### Clock wires, drivers and flops, run 1

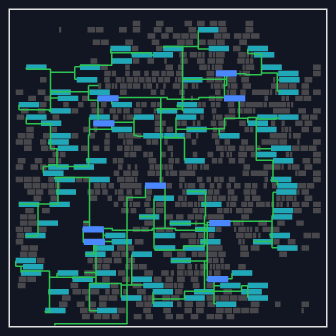
### Metal 3, run 1

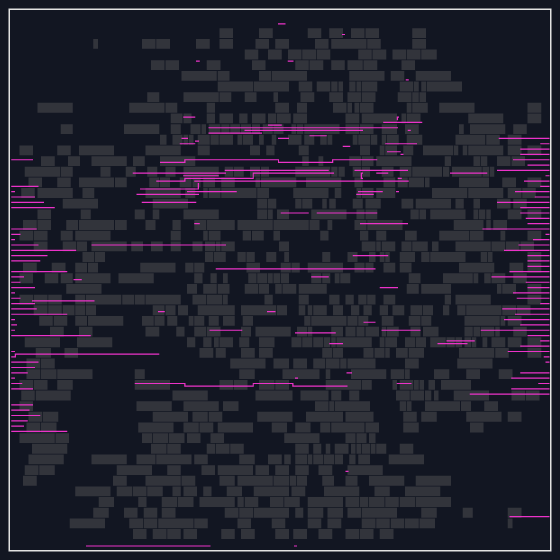
### Gate families picked out, run 1

The bar under the picture is 50 um long.
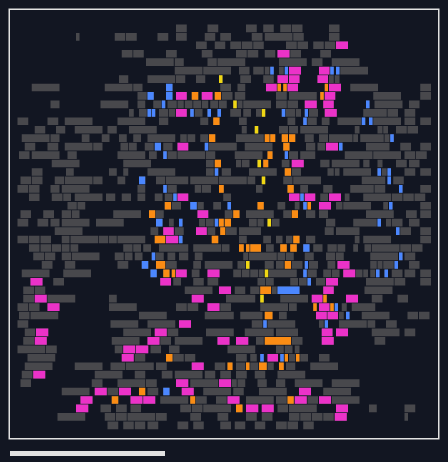
$ cat config.mk
export PLATFORM = sky130hd
export DESIGN_NAME = mips_load_store_unit
export DESIGN_NICKNAME = d
export VERILOG_FILES = /design/src/rtl/mips_mem_pkg.sv /design/src/rtl/lsu_load_align.sv /design/src/rtl/mips_load_store_unit.sv
export SDC_FILE = /design/constraint.sdc
export NUM_CORES = 1
export LEC_CHECK = 0
export CAP_MARGIN = 5
export CORE_MARGIN = 2
export CORE_UTILIZATION = 35
export CTS_CLUSTER_DIAMETER = 100
export DETAILED_ROUTE_END_ITERATION = 12
export PLACE_DENSITY = 0.62
export SETUP_SLACK_MARGIN = 0.02
export SYNTH_ARGS = -nofsm -noshare
export SYNTH_HDL_FRONTEND = slang
export SYNTH_HIERARCHICAL = 1
export SYNTH_SLANG_ARGS = --single-unit
$ cat constraint.sdc
create_clock -name clk -period 2.09 [get_ports clk]
set_input_delay 0.209 -clock clk [delete_from_list [all_inputs] [get_ports clk]]
set_output_delay 0.209 -clock clk [all_outputs]
set_load 0.02 [all_outputs]
$ cat src/rtl/mips_mem_pkg.sv
// Shared encodings, FSM state type and store merge helper for the MIPS load/store unit.
package mips_mem_pkg;

  localparam logic [1:0] SZ_BYTE = 2'b00;
  localparam logic [1:0] SZ_HALF = 2'b01;
  localparam logic [1:0] SZ_WORD = 2'b10;

  typedef enum logic [2:0] {
    IDLE    = 3'd0,
    RD      = 3'd1,
    LD_DONE = 3'd2,
    MERGE   = 3'd3,
    WR      = 3'd4,
    ERR     = 3'd5
  } lsu_state_t;

  // Overlay the right-aligned store data onto the addressed lanes of the old word.
  function automatic logic [31:0] store_merge(input logic [31:0] old_word,
                                              input logic [31:0] wdata,
                                              input logic [1:0]  size,
                                              input logic [1:0]  lane);
    logic [4:0]  sh;
    logic [31:0] mask;
    sh = {lane, 3'b000};
    case (size)
      SZ_BYTE: mask = 32'h0000_00FF << sh;
      SZ_HALF: mask = 32'h0000_FFFF << sh;
      default: mask = 32'hFFFF_FFFF;
    endcase
    return (old_word & ~mask) | ((wdata << sh) & mask);
  endfunction

endpackage

$ cat src/rtl/lsu_load_align.sv
// Combinational load lane select with sign/zero extension (little-endian lanes).
module lsu_load_align
  import mips_mem_pkg::*;
(
  input  logic [31:0] rdata_i,
  input  logic [1:0]  size_i,
  input  logic [1:0]  lane_i,
  input  logic        unsigned_i,
  output logic [31:0] result_o
);

  logic [31:0] shifted;

  always_comb begin
    shifted  = rdata_i >> {lane_i, 3'b000};
    result_o = 32'h0;
    case (size_i)
      SZ_BYTE: result_o = unsigned_i ? {24'h0, shifted[7:0]}
                                     : {{24{shifted[7]}}, shifted[7:0]};
      SZ_HALF: result_o = unsigned_i ? {16'h0, shifted[15:0]}
                                     : {{16{shifted[15]}}, shifted[15:0]};
      SZ_WORD: result_o = rdata_i;
      default: result_o = 32'h0;
    endcase
  end

endmodule

$ cat src/rtl/mips_load_store_unit.sv
// Memory-stage load/store unit: byte-addressed MIPS accesses to a word-wide single-port memory,
// with read-modify-write for sub-word stores and a one-cycle response pulse.
module mips_load_store_unit
  import mips_mem_pkg::*;
#(
  parameter int DEPTH = 128
) (
  input  logic        clk,
  input  logic        rst_n,
  input  logic        req_valid,
  output logic        req_ready,
  input  logic        req_write,
  input  logic [1:0]  req_size,
  input  logic        req_unsigned,
  input  logic [31:0] req_addr,
  input  logic [31:0] req_wdata,
  output logic        resp_valid,
  output logic        resp_err,
  output logic [31:0] resp_rdata,
  output logic [31:0] mem_addr,
  output logic        mem_read,
  output logic        mem_write,
  output logic [31:0] mem_write_data,
  input  logic [31:0] mem_read_data
);

  localparam logic [29:0] DEPTH_W = 30'(DEPTH);

  lsu_state_t  state_q;
  logic [31:0] addr_q;
  logic [1:0]  size_q;
  logic        write_q;
  logic        uns_q;
  logic [31:0] wdata_q;
  logic        resp_valid_q;
  logic        resp_err_q;
  logic [31:0] resp_rdata_q;

  logic        acc_err;
  logic [31:0] load_res;

  assign acc_err = (req_size == SZ_HALF && req_addr[0])
                || (req_size == SZ_WORD && req_addr[1:0] != 2'b00)
                || (req_size == 2'b11)
                || (req_addr[31:2] >= DEPTH_W);

  lsu_load_align u_align (
    .rdata_i    (mem_read_data),
    .size_i     (size_q),
    .lane_i     (addr_q[1:0]),
    .unsigned_i (uns_q),
    .result_o   (load_res)
  );

  always_ff @(posedge clk or negedge rst_n) begin
    if (!rst_n) begin
      state_q      <= IDLE;
      addr_q       <= 32'h0;
      size_q       <= 2'b00;
      write_q      <= 1'b0;
      uns_q        <= 1'b0;
      wdata_q      <= 32'h0;
      resp_valid_q <= 1'b0;
      resp_err_q   <= 1'b0;
      resp_rdata_q <= 32'h0;
    end else begin
      resp_valid_q <= 1'b0;
      case (state_q)
        IDLE: begin
          if (req_valid) begin
            addr_q  <= req_addr;
            size_q  <= req_size;
            write_q <= req_write;
            uns_q   <= req_unsigned;
            wdata_q <= req_wdata;
            if (acc_err)                               state_q <= ERR;
            else if (req_write && req_size == SZ_WORD) state_q <= WR;
            else                                       state_q <= RD;
          end
        end
        RD:      state_q <= write_q ? MERGE : LD_DONE;
        LD_DONE: begin
          resp_valid_q <= 1'b1;
          resp_err_q   <= 1'b0;
          resp_rdata_q <= load_res;
          state_q      <= IDLE;
        end
        // The merged word replaces the store data so WR drives wdata_q unconditionally.
        MERGE: begin
          wdata_q <= store_merge(mem_read_data, wdata_q, size_q, addr_q[1:0]);
          state_q <= WR;
        end
        WR: begin
          resp_valid_q <= 1'b1;
          resp_err_q   <= 1'b0;
          resp_rdata_q <= 32'h0;
          state_q      <= IDLE;
        end
        ERR: begin
          resp_valid_q <= 1'b1;
          resp_err_q   <= 1'b1;
          resp_rdata_q <= 32'h0;
          state_q      <= IDLE;
        end
        default: state_q <= IDLE;
      endcase
    end
  end

  assign req_ready      = (state_q == IDLE);
  assign mem_read       = (state_q == RD);
  assign mem_write      = (state_q == WR);
  assign mem_write_data = wdata_q;
  assign mem_addr       = {2'b00, addr_q[31:2]};
  assign resp_valid     = resp_valid_q;
  assign resp_err       = resp_err_q;
  assign resp_rdata     = resp_rdata_q;

endmodule

==> flow_summary.ini, run 1 <==
; yosys + openroad results
[global_route]
grt_start_max_net_pins = 48
grt_pass1_wl_mm = 31.1
use_met1 = 0.298
grt_busiest_layer = met2

[floorplanning]
coreArea_um2 = 17400
die_w_um = 138
io_pins = 204

[sta]
finalSetupTns_ns = 0
max_slew_margin = 0.638
drv_slew = 0
fmax_mhz = 512
min_period_ns = 1.95
finalHoldViolations = 0
fin_crit_sh = 0.934

[outcome]
status = finished clean

[synthesis]
synth-main-ff-cell = dfrtp_1
synth-async-reset-ratio = 1.00
yosysUniqueCellTypes = 49
ys_warn_count = 6
ys_seq_share = 0.419
numSynthFlops = 105
syn_avg_cell_area_um2 = 10.5

[final_layout]
finish.instance_area_um2 = 8710
areaGrowthSynthToFinish_pct = 38.9
fin_util = 0.500

[routing]
wl_per_cell_um = 20.2
highest_layer = met4

[setup_path]
end_kind = flip-flop
worst_path_largest_cell_delay_ns = 0.55
cp_num_buf_inv = 1
crit_path_top_delay_cell = dfrtp_2
critPathLaunchType = flip-flop
path_delay_family = AND-OR/OR-AND gates

[run]
tool_warnings = 26

[power]
internal-power_mw = 8.18
power_switching_mw = 6.13
p_comb_frac = 0.610
powerSeq_mw = 3.93

[clock_tree]
htreeDepth = 3
cts_hold_buf = 1
ctsRootBufferMaster = clkbuf_16
cts_buffer_depth = 2
cts_tree = done
clock-sinks = 105
post-cts-setup-buffers = 0

[placed_design]
hpwlAfterDp_mm = 15.1
Notes on 'Clock wires, drivers and flops' above:
[green] clock wires | length: 1430 um
[blue] clock drivers | count: 9
[cyan] flip-flops | count: 105
routed clock nets: 10
Power Clock: 1.65 mW
part of the power in the clock network: 0.116
Skew-Pair Late Insertion Delay: 0.35 ns
Clock Skew: 0.0111 ns

Notes on 'Metal 3' above:
wire length on this layer: 1370 um
longest straight run: 54.5 um
main direction: horizontal
final WL: 20.1 mm
global-route track usage on met3: 0.0456
Vias: 5361

Notes on 'Gate families picked out' above:
[orange] nor cells | cells: 58
[yellow] inv cells | cells: 10
[magenta] mux cells | cells: 80
[blue] nand cells | cells: 63

[run 1: layout make-up]
type | count | area [um^2]
clock buffers | 11 | 253
clock inverters | 5 | 30.0
fillers | 1574 | 8710
inverters | 10 | 37.5
multi-input cells | 398 | 3110
flip-flops and latches | 105 | 2630
well taps | 225 | 282
repair buffers | 242 | 2370
[run 1: cell families after synthesis]
group,count (synthesis),share of synthesized area
buffers and inverters,97,0.0880
other,1,0.000598
AOI/OAI and AO/OA,179,0.237
muxes,80,0.138
and+or+nand+nor,136,0.116
DFF,105,0.419
xor gates and xnor gates,1,0.00140
[run 1: path summary, 6_finish.rpt]
check	from	to	slack (ns)	cells after the start
max	addr_q[1]	resp_rdata[20]	0.14	6
min	rst_n	addr_q[29]	0.39	2
max reg2reg	addr_q[1]	resp_rdata[20]	0.14	6
min reg2reg	resp_rdata[3]	resp_rdata[3]	0.51	1
max in group asynchronous	rst_n	asynchronous set/reset pin	1.05	3
min in group clk	req_wdata[31]	flip-flop	0.44	3
[run 1: through the flow]
| step | power (mW) | instances |
|---|---|---|
| floorplan | 9.68 | 600 |
| global placement | 12.5 | 978 |
| detailed placement | 12.7 | 978 |
| CTS | 14.4 | 995 |
| global route | 15.2 | 996 |
| finish | 14.3 | 996 |
[run 1: synth_stat cells, drive strengths merged (12+ instances only)]
| library cell | n |
|---|---|
| dfrtp | 105 |
| mux2 | 53 |
| buf | 51 |
| nand2 | 51 |
| clkbuf | 36 |
| a22o | 32 |
| mux2i | 27 |
| a22oi | 24 |
| a21oi | 19 |
| a31oi | 17 |
| a211o | 16 |
| a21o | 16 |
| o21ai | 16 |
| nor2 | 14 |
| nor3 | 14 |
| nor4 | 14 |
| nor2b | 12 |
### Congestion heat map, run 1

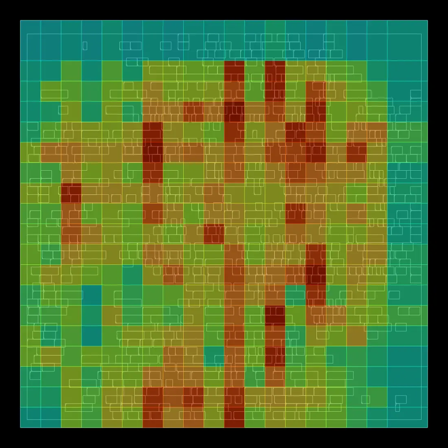

==> run 2: changes to the inputs <==
--- a/config.mk
+++ b/config.mk
@@ -10,7 +10,7 @@
 export CORE_UTILIZATION = 35
 export CTS_CLUSTER_DIAMETER = 100
 export DETAILED_ROUTE_END_ITERATION = 12
-export PLACE_DENSITY = 0.62
+export PLACE_DENSITY_LB_ADDON = 0.08
 export SETUP_SLACK_MARGIN = 0.02
 export SYNTH_ARGS = -nofsm -noshare
 export SYNTH_HDL_FRONTEND = slang
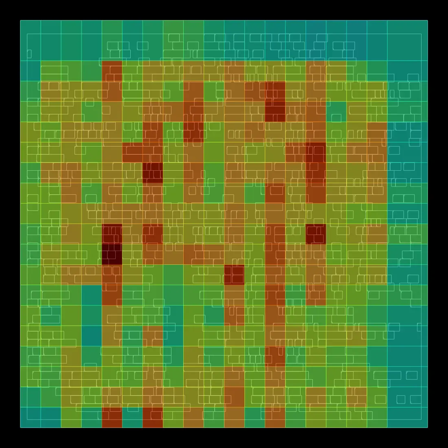
*Congestion heat map, run 2*
met2 Use GR: 0.333
final core utilization: 0.506

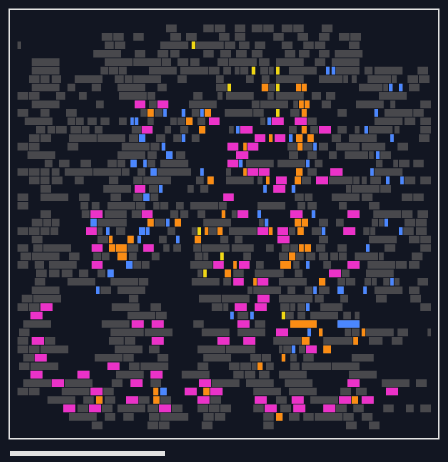
*Gate families picked out, run 2*
The bar under the picture is 50 um long.
[yellow] inv cells | cells: 10
[blue] nand cells | cells: 63
[magenta] mux cells | cells: 80
[orange] nor cells | cells: 58

==> flow_summary.ini, run 2 <==
; yosys + openroad results
[outcome]
status = finished clean

[setup_path]
crit_path_top_delay_cell = clkdlybuf4s50_1
path_delay_family = buffers and inverters
worst_path_largest_cell_delay_ns = 0.64
cp_num_buf_inv = 1

[sta]
finalSetupTns_ns = 0
max_slew_margin = 0.576
fmax_mhz = 514
finClkSkew_ns = 0.00788
fin_crit_sh = 0.930
min_period_ns = 1.94
drv_slew = 0
finalHoldViolations = 0

[synthesis]
aoi_share = 0.237
synth-async-reset-ratio = 1.00
synthAdderAreaFrac = 0
synth-main-ff-cell = dfrtp_1
yosysUniqueCellTypes = 49
synth.cellmix.simpleShare = 0.116
ys_seq_share = 0.419
most_common_cell = dfrtp_1
logic_family = AND-OR/OR-AND gates
ys_sh_xor = 0.00140
ys_sh_mux = 0.138
ys_warn_count = 6
ys_top_cells_by_count = dfrtp_1 (105), mux2_2 (53), nand2_1 (51)
syn_avg_cell_area_um2 = 10.5

[power]
internal-power_mw = 8.60
power_switching_mw = 6.21
finalPower_mw = 14.8
pwr-share-clk = 0.135
ir_drop_v = 0.000703
p_comb_frac = 0.600

[clock_tree]
cts_tree = done
htreeDepth = 3
clk_latency_ns = 0.35
cts_buffer_depth = 2
ctsRootBufferMaster = clkbuf_16

[placed_design]
place_inst = 981
hpwlAfterDp_mm = 15.2

[final_layout]
fin_nets = 872
finish.instance_area_um2 = 8820
final_cells = 999

[routing]
wl_per_cell_um = 20.7

[floorplanning]
die_w_um = 138
coreArea_um2 = 17400

[global_route]
grt_start_max_net_pins = 55

[run]
tool_warnings = 26
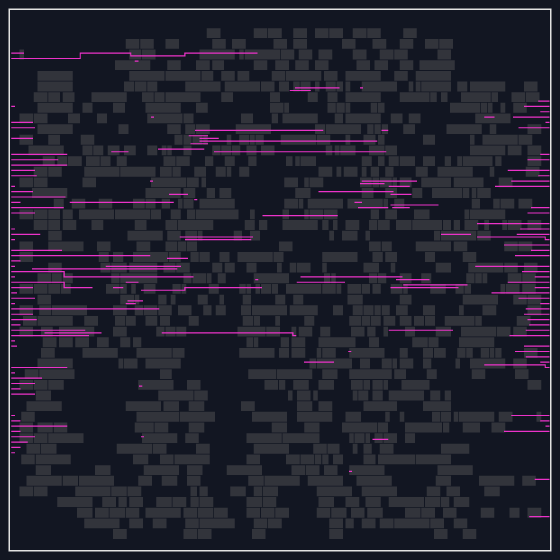
*Metal 3, run 2*
share of all routed wire: 6.8%
longest straight run: 45.1 um
global-route track usage on met3: 0.0408
Vias: 5431
final WL: 20.7 mm

## run 2: cell counts after synthesis
Identical to the previous run, type by type.
## run 2: cell type report
class / count / area, um^2
clock buffers: 11 / 243
clock inverters: 5 / 104
well taps: 225 / 282
multi-input cells: 398 / 3100
repair buffers: 245 / 2420
fillers: 1599 / 8600
flip-flops and latches: 105 / 2630
inverters: 10 / 37.5
## run 2: what timing repair did
item                                    CTS  global route
hold buffers                              1             0
endpoints found under the setup margin    2             9
hold endpoints to repair                 38             0
pin swaps                                 0             1
resized                                   3             1
buffers inserted                          0             1
## run 2: final timing paths
path                                     start             end  slack, ns  depth (start not counted)
worst max-delay path                state_q[1]       req_ready       0.15                          2
worst min-delay path                     rst_n       addr_q[8]       0.40                          2
worst max register to register       addr_q[1]  resp_rdata[15]       0.18                          6
worst min register to register  resp_rdata[16]  resp_rdata[16]       0.51                          1
max in group asynchronous                rst_n   resp_rdata[4]       0.88                          3
min in group clk                 req_wdata[18]       flip-flop       0.42                          3
## run 2: power groups by stage
stage / sequential (mW) / clock, mW / combinational (mW)
3_3_place_gp: 3.92 / 0 / 8.76
3_5_place_dp: 3.94 / 0 / 8.87
6_report: 3.93 / 2.00 / 8.88
5_1_grt: 4.07 / 2.15 / 9.52
2_1_floorplan: 4.32 / 0 / 5.37
4_1_cts: 3.93 / 2.05 / 8.91
## run 2: layer usage
metal / part of all wire / vias to the layer above / track usage / wire length [um]
li1: - / 2513 / - / -
met1: 0.47 / 2699 / 0.317 / 9720
met2: 0.45 / 203 / 0.333 / 9330
met3: 0.068 / 16 / 0.0408 / 1410
met4: 0.013 / 0 / 0.0720 / 273
met5: 0 / - / 0 / 0
Power figures rest on the tool's default switching activity, not on a simulated workload.
